==> config.mk <==
export PLATFORM = sky130hd
export DESIGN_NAME = semafor_directie
export DESIGN_NICKNAME = d
export VERILOG_FILES = /design/src/rtl/semafor_directie.sv
export SDC_FILE = /design/constraint.sdc
export NUM_CORES = 1
export LEC_CHECK = 0
export CORE_ASPECT_RATIO = 0.5
export CORE_UTILIZATION = 35
export CTS_CLUSTER_SIZE = 30
export DETAILED_ROUTE_END_ITERATION = 8
export PLACE_DENSITY = 0.5
export SLEW_MARGIN = 25
export SYNTH_ARGS = -nofsm -noshare
export SYNTH_HDL_FRONTEND = slang
export SYNTH_SLANG_ARGS = --single-unit
==> constraint.sdc <==
create_clock -name clk_i -period 5.92 [get_ports clk_i]
set_input_delay 1.184 -clock clk_i [delete_from_list [all_inputs] [get_ports clk_i]]
set_output_delay 1.184 -clock clk_i [all_outputs]
set_load 0.02 [all_outputs]
==> images/clk_routes.png <==
Drawn at 6 px/um.
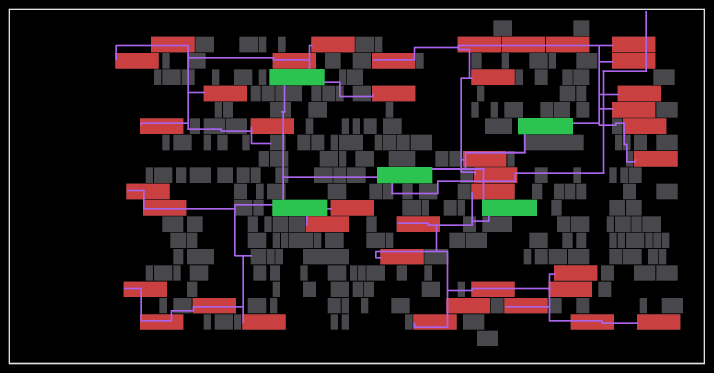
- flip-flops: red (count 40)
- clock drivers: green (count 5)
- clock wires: purple (length 569 um)
- flops lie: spread over the die
Clk power: 278 uW
Worst Skew: 4.43 ps

==> images/placement_by_type.png <==
Drawn at 3 px/um.
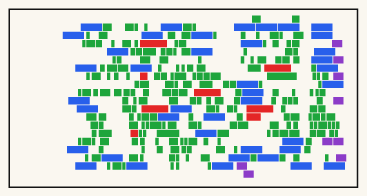
- sequential cells: blue (cells 40; share of their area 33%)
- remaining buffers and delay cells: purple (cells 9; share of their area 3.7%)
- clock drivers and dummy loads: red (cells 8; share of their area 6.3%)
- combinational and other logic: green (cells 218; share of their area 57%)
register fraction of the total cell area: 31.5%
post-route cell area: 2540 um2
final core occ: 41.2%

==> images/io_fan.png <==
Drawn at 6 px/um.
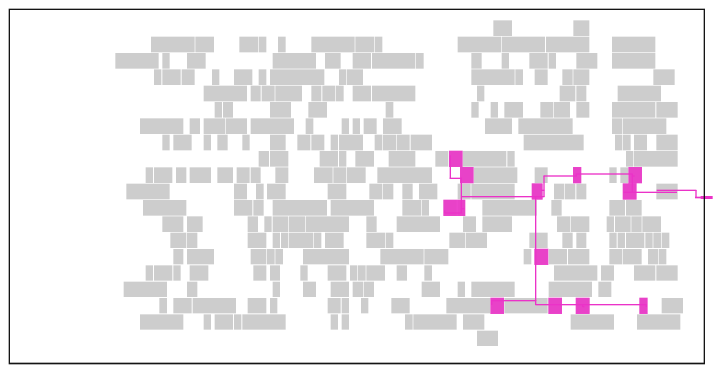
- reset_n_i: magenta (bits 1; direction input; end cells 13; buffers 1; wire 113 um)
I/O Buffers: 9
I/O Pins: 10

==> images/layer_met3.png <==
Drawn at 4 px/um.
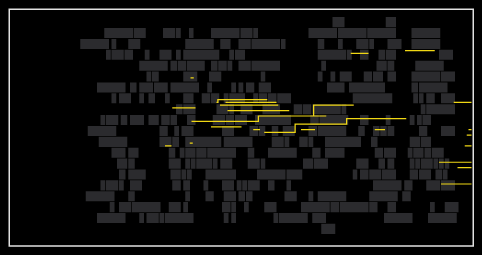
- main direction: horizontal
- share of all routed wire: 3.7%
- longest straight run: 16.8 um
final WL: 5.36 mm
GR Util met3: 4.02%
via count: 1915

==> results_slide.txt <==
Flow Results at a Glance

Final timing
  – RSZ-0062 raised after global routing: no
  – FMAX: 355 MHz
  – Tmin final: 2820 ps
  – Slew at the pin with the worst max-slew slack: 625 ps

Job
  – Number of max-cap violations: 0

Critical path
  – Buf+Inv Stages, Crit Path: 0
  – CP delay by family, top: simple AND/OR/NAND/NOR gates
  – R2r setup slk: 3100 ps
  – Critical Path Fanout Max: 16
  – CP Data Required Time: 6060 ps
  – Setup crit end kind: flop
  – Critical path launch point type: flop
  – Register-to-Register Path Depth: 7
  – Setup Crit Path Kind: flop to flop

Detailed routing
  – First-iteration detailed-routing DRC count: 158
  – Antenna viol nets, final: 0
  – DRC viols: 0

Finish
  – ClkCell Share: 6.06%
  – # fillers: 648
  – Comb area: 1370 um2
  – FF+latch area: 801 um2
  – Top cell excl fill/tap: nor2_1
  – Non-Filler Instances: 363
  – NonClk Buf Share: 3.55%
  – Top cells excl fill/tap: nor2_1, dfxtp_1, nand2_1
  – Registers: 40
  – Layout area overhead: 12.4%
  – Logic share of the area: 53.8%
  – Non-clk invs: 5

Clock network
  – Clk buf depth: 2
  – Clock tree root buffer cell: clkbuf_16
  – Post-CTS Resized: 0
  – H-Tree Depth: 2

Power
  – Worst VDD drop: 0.0000891 V

GRT
  – Initial antenna violation count: 0
  – Vias in the first global route: 1815
  – Total grt overflow: 0
  – GRT Total Usage: 17.6%

Logic synthesis
  – List of most frequent post-synthesis cells: nor2_1, dfxtp_1, nand2_1
  – Synth Seq Share: 35.5%
  – Post-synth EDFFs: 0
  – Ys cells: 273
  – Synth async-reset ratio: 0%
  – Synth top cell by count: nor2_1
  – Syn_area_per_cell: 8.27 um2
  – Cell taking the most area after synthesis: dfxtp_1

Hold path
  – Hold Crit Depth: 1

Outcome
  – Status: finished clean

Floorplanning
  – Die area: 6800 um2
  – Tapcells: 88
-- where the power goes --
part	switching [mW]	internal, mW	total [mW]
logic	0.0183	0.0150	0.0334
registers	0.00468	0.274	0.279
clock network	0.110	0.168	0.278
-- layer usage --
layer | vias up | wire length [um] | global-route usage (%)
li1 | 963 | - | -
met1 | 910 | 2850 | 25.1
met2 | 37 | 2280 | 26.5
met3 | 5 | 198 | 4.02
met4 | 0 | 33 | 4.82
met5 | - | 0 | 0
-- cells by family (layout without fill, tap and decap cells) --
group,after synthesis,in the layout,share of synthesized area (%)
buf+inv,20,22,4.10
xor+xnor,28,28,10.9
mux,1,1,0.499
compound gates,44,44,14.8
simple gates,138,138,33.2
fa+ha+maj,2,2,1.11
flops,40,40,35.5
No activity file was given, so power comes from the tool's default toggle rates.
